<file path="src/rtl/i2s_tx_controller.sv">
// i2s_tx_controller: Philips-format I2S transmitter for the audio clock domain.
// Takes left/right PCM samples over valid/ready handshakes, divides clk down to
// MCLK/SCLK/LRCK and shifts each sample out MSB-first on SDIN. The MSB lands one
// SCLK after each LRCK edge.
// Ports:
//   clk          audio-domain clock, all logic on posedge
//   rst_n        synchronous active-low reset
//   pcm_data     sample bus shared by both channels
//   left_valid   pcm_data holds a left sample
//   left_ready   left holding register empty
//   right_valid  pcm_data holds a right sample
//   right_ready  right holding register empty and no competing left request
//   mclk         master clock to codec
//   sclk         serial bit clock
//   lrck         word select (0 = left slot, 1 = right slot)
//   sdin         serial data to codec
//   underflow    one-clk pulse when a slot starts with an empty holding register
module i2s_tx_controller #(
   parameter int unsigned BIT_DEPTH = 24,
   parameter int unsigned MCLK_HALF = 1,
   parameter int unsigned SCLK_HALF = 4,
   parameter int unsigned SLOT_BITS = 32
) (
   input  logic                 clk,
   input  logic                 rst_n,
   input  logic [BIT_DEPTH-1:0] pcm_data,
   input  logic                 left_valid,
   output logic                 left_ready,
   input  logic                 right_valid,
   output logic                 right_ready,
   output logic                 mclk,
   output logic                 sclk,
   output logic                 lrck,
   output logic                 sdin,
   output logic                 underflow
);

   localparam int unsigned FRAME_BITS = 2 * SLOT_BITS;
   localparam int unsigned CNT_W      = $clog2(FRAME_BITS);
   localparam int unsigned MDIV_W     = (MCLK_HALF > 1) ? $clog2(MCLK_HALF) : 1;
   localparam int unsigned SDIV_W     = (SCLK_HALF > 1) ? $clog2(SCLK_HALF) : 1;

   logic [MDIV_W-1:0]    mdiv_q, mdiv_d;
   logic [SDIV_W-1:0]    sdiv_q, sdiv_d;
   logic                 mclk_q, mclk_d;
   logic                 sclk_q, sclk_d;
   logic                 lrck_q, lrck_d;
   logic                 sdin_q, sdin_d;
   logic                 underflow_q, underflow_d;
   logic [CNT_W-1:0]     bit_cnt_q, bit_cnt_d;
   logic [BIT_DEPTH-1:0] shift_q, shift_d;
   logic [BIT_DEPTH-1:0] left_hold_q, left_hold_d;
   logic [BIT_DEPTH-1:0] right_hold_q, right_hold_d;
   logic                 left_full_q, left_full_d;
   logic                 right_full_q, right_full_d;

   logic                 mdiv_tick, sdiv_tick, fall_evt;
   logic [CNT_W-1:0]     bit_cnt_nxt, slot_pos;
   logic                 load_left, load_right;
   logic                 left_xfer, right_xfer;
   logic                 right_ready_c;

   // Left has priority on the shared bus, so right cannot accept while left requests.
   assign right_ready_c = !right_full_q && !left_valid;
   assign left_ready    = !left_full_q;
   assign right_ready   = right_ready_c;
   assign mclk          = mclk_q;
   assign sclk          = sclk_q;
   assign lrck          = lrck_q;
   assign sdin          = sdin_q;
   assign underflow     = underflow_q;

   // Next-state logic: dividers, bit counter, slot loads, serialiser and holders.
   always_comb begin
      mdiv_d       = mdiv_q;
      sdiv_d       = sdiv_q;
      mclk_d       = mclk_q;
      sclk_d       = sclk_q;
      lrck_d       = lrck_q;
      sdin_d       = sdin_q;
      underflow_d  = 1'b0;
      bit_cnt_d    = bit_cnt_q;
      shift_d      = shift_q;
      left_hold_d  = left_hold_q;
      right_hold_d = right_hold_q;
      left_full_d  = left_full_q;
      right_full_d = right_full_q;

      mdiv_tick = (mdiv_q == MDIV_W'(MCLK_HALF - 1));
      sdiv_tick = (sdiv_q == SDIV_W'(SCLK_HALF - 1));
      fall_evt  = sdiv_tick && sclk_q;

      bit_cnt_nxt = (bit_cnt_q == CNT_W'(FRAME_BITS - 1)) ? '0 : bit_cnt_q + CNT_W'(1);
      slot_pos    = (bit_cnt_nxt >= CNT_W'(SLOT_BITS)) ? bit_cnt_nxt - CNT_W'(SLOT_BITS)
                                                       : bit_cnt_nxt;
      load_left   = fall_evt && (bit_cnt_nxt == '0);
      load_right  = fall_evt && (bit_cnt_nxt == CNT_W'(SLOT_BITS));
      left_xfer   = left_valid && !left_full_q;
      right_xfer  = right_valid && right_ready_c;

      // Free-running clock dividers.
      if (mdiv_tick) begin
         mdiv_d = '0;
         mclk_d = !mclk_q;
      end else begin
         mdiv_d = mdiv_q + MDIV_W'(1);
      end
      if (sdiv_tick) begin
         sdiv_d = '0;
         sclk_d = !sclk_q;
      end else begin
         sdiv_d = sdiv_q + SDIV_W'(1);
      end

      // Bit-level work happens only as SCLK falls, keeping SDIN stable at its rising edge.
      if (fall_evt) begin
         bit_cnt_d = bit_cnt_nxt;
         lrck_d    = (bit_cnt_nxt >= CNT_W'(SLOT_BITS));
         sdin_d    = 1'b0;
         if (load_left) begin
            shift_d     = left_full_q ? left_hold_q : '0;
            underflow_d = !left_full_q;
            left_full_d = 1'b0;
         end else if (load_right) begin
            shift_d      = right_full_q ? right_hold_q : '0;
            underflow_d  = !right_full_q;
            right_full_d = 1'b0;
         end else if (slot_pos <= CNT_W'(BIT_DEPTH)) begin
            // Position 0 is the I2S one-bit delay; positions 1..BIT_DEPTH carry MSB..LSB.
            sdin_d  = shift_q[BIT_DEPTH-1];
            shift_d = shift_q << 1;
         end
      end

      // A transfer only happens into an empty holder, so it wins over a same-cycle load.
      if (left_xfer) begin
         left_full_d = 1'b1;
         left_hold_d = pcm_data;
      end
      if (right_xfer) begin
         right_full_d = 1'b1;
         right_hold_d = pcm_data;
      end
   end

   // State registers.
   always_ff @(posedge clk) begin
      if (!rst_n) begin
         mdiv_q       <= '0;
         sdiv_q       <= '0;
         mclk_q       <= 1'b0;
         sclk_q       <= 1'b0;
         lrck_q       <= 1'b1;
         sdin_q       <= 1'b0;
         underflow_q  <= 1'b0;
         bit_cnt_q    <= CNT_W'(FRAME_BITS - 1);
         shift_q      <= '0;
         left_hold_q  <= '0;
         right_hold_q <= '0;
         left_full_q  <= 1'b0;
         right_full_q <= 1'b0;
      end else begin
         mdiv_q       <= mdiv_d;
         sdiv_q       <= sdiv_d;
         mclk_q       <= mclk_d;
         sclk_q       <= sclk_d;
         lrck_q       <= lrck_d;
         sdin_q       <= sdin_d;
         underflow_q  <= underflow_d;
         bit_cnt_q    <= bit_cnt_d;
         shift_q      <= shift_d;
         left_hold_q  <= left_hold_d;
         right_hold_q <= right_hold_d;
         left_full_q  <= left_full_d;
         right_full_q <= right_full_d;
      end
   end

endmodule
</file>
<file path="config.mk">
export PLATFORM = sky130hd
export DESIGN_NAME = i2s_tx_controller
export DESIGN_NICKNAME = d
export VERILOG_FILES = /design/src/rtl/i2s_tx_controller.sv
export SDC_FILE = /design/constraint.sdc
export NUM_CORES = 1
export LEC_CHECK = 0
export ABC_AREA = 1
export CELL_PAD_IN_SITES_DETAIL_PLACEMENT = 1
export CELL_PAD_IN_SITES_GLOBAL_PLACEMENT = 2
export CORE_MARGIN = 1.5
export CORE_UTILIZATION = 35
export DETAILED_ROUTE_END_ITERATION = 7
export PLACE_DENSITY_LB_ADDON = 0.1
export SLEW_MARGIN = 20
export SYNTH_ARGS = -nofsm -noshare
export SYNTH_HDL_FRONTEND = slang
export SYNTH_SLANG_ARGS = --single-unit
</file>
<file path="constraint.sdc">
create_clock -name clk -period 2.9 [get_ports clk]
set_input_delay 0.29 -clock clk [delete_from_list [all_inputs] [get_ports clk]]
set_output_delay 0.29 -clock clk [all_outputs]
set_load 0.01 [all_outputs]
</file>
==> flow_metrics.rpt <==
PHYSICAL IMPLEMENTATION REPORT
----------------------------------------------------
[Power and ir drop]
  Clock power share ........................ 0.342
  Leakage power of the design ........................ 1.89 nW
  Internal power of the cells ........................ 1.74 mW
  Post-layout total power ........................ 2.35 mW
  Maximum vdd drop ........................ 0.000277 V
  Sequential share of power ........................ 0.554
  Switching power as a share of total power ........................ 0.259

[Setup path]
  Biggest fanout along the worst timing path ........................ 26
  Cell type with the highest occurrence count on the critical path ........................ sky130_fd_sc_hd__nand2_1
  Depth of the most critical reg-to-reg path ........................ 11
  Endpoint of the worst setup timing path ........................ shift_q[20]$_SDFFE_PN0P_
  Signal arrival time at the worst endpoint ........................ 2.47 ns

[Logic synthesis]
  Post-synthesis cell type with the largest instance count ........................ sky130_fd_sc_hd__nor2_1
  Number of instances in the synthesized netlist ........................ 549
  Distinct cell type count of the synthesized netlist ........................ 32
  Number of enable-type register cells in the synthesized netlist ........................ 0
  Share of flip-flops with an asynchronous set or reset ........................ 0

[Drt]
  Detailed-route via count ........................ 3660
  DRT antenna net count ........................ 0
  Via/cell ratio ........................ 5.15
  Routed wire per std cell ........................ 16.5 um

[Final timing]
  Final setup violation count ........................ 0
  Final period util ........................ 0.749
  Setup repair after global routing missed its margin ........................ false
  Min Tclk post-route ........................ 2.17 ns

[Cells and area]
  Fill cell total of the finished layout ........................ 1381
  Seq cells ........................ 88
  Share of post-route cells with drive strength above 1 ........................ 0.0665
  Number of clock-tree buffers in the layout ........................ 14

[Worst hold path]
  End point of the most critical hold path ........................ sdiv_q[0]$_SDFF_PP0_
  Hold Path Class ........................ register to register
  Hold path depth ........................ 1

[Clocking]
  Sinks on Clock Net ........................ 88

[Outcome]
  Run status ........................ finished clean

[Job]
  Number of maximum-capacitance violations ........................ 0

----------------------------------------------------
-- layer usage --
| metal | track usage | wire, um |
|---|---|---|
| met1 | 0.301 | 5960 |
| met2 | 0.330 | 5190 |
| met3 | 0.0347 | 400 |
| met4 | 0.0733 | 145 |
| met5 | 0 | 0 |
-- registers in the layout, indices dropped and copies added, names as in the netlist --
name / cells
left_hold_q: 24
lrck: 1
underflow: 1
mdiv_q: 1
shift_q: 24
right_hold_q: 24
sclk: 1
mclk: 1
right_full_q: 1
sdiv_q: 2
left_full_q: 1
sdin: 1
bit_cnt_q: 6
-- power by group through the flow --
stage	Clock [mW]	Combinational [mW]	Sequential, mW
after global routing	0.883	0.276	1.31
after global placement	0	0.241	1.33
final	0.804	0.244	1.30
after detailed placement	0	0.248	1.33
after CTS	0.833	0.248	1.30
after floorplan	0	0.144	1.32
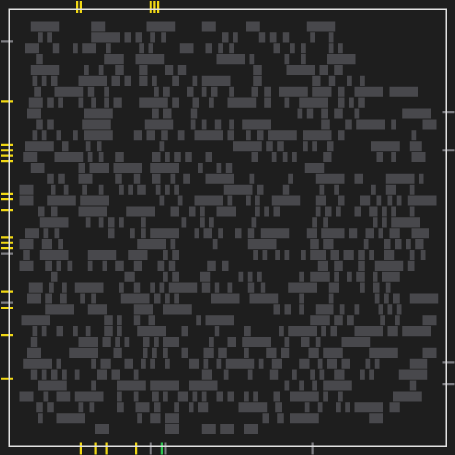
(images/pinout.png)
Scale: 4 px per um. Pins as bars across the die edge, other pins in grey.
legend:
  `pcm_data`:
    colour: yellow
    pins: 24
    direction: input
    edge: 15 left, 5 top, 4 bottom
  `left_valid`:
    colour: green
    pins: 1
    direction: input
    edge: bottom
all pins by edge: 18 left, 8 bottom, 5 top, 4 right
y dimension of the die: 109 um
die boundary width: 109 um
buffers added on ports: 34

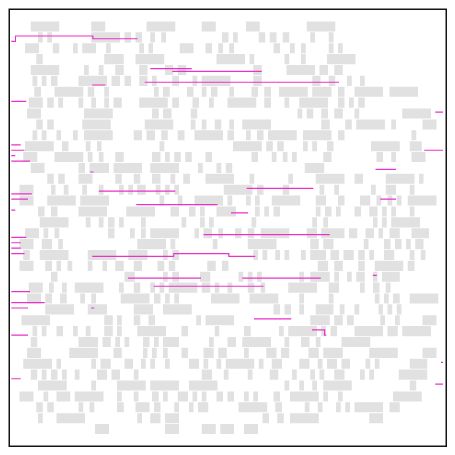
(images/m3.png)
Scale: 4 px per um.
longest straight run: 48.3 um
wire length on this layer: 400 um
share of all routed wire: 3.4%
nets with wire on the layer: 33
main direction: horizontal

No activity file was given, so power comes from the tool's default toggle rates.
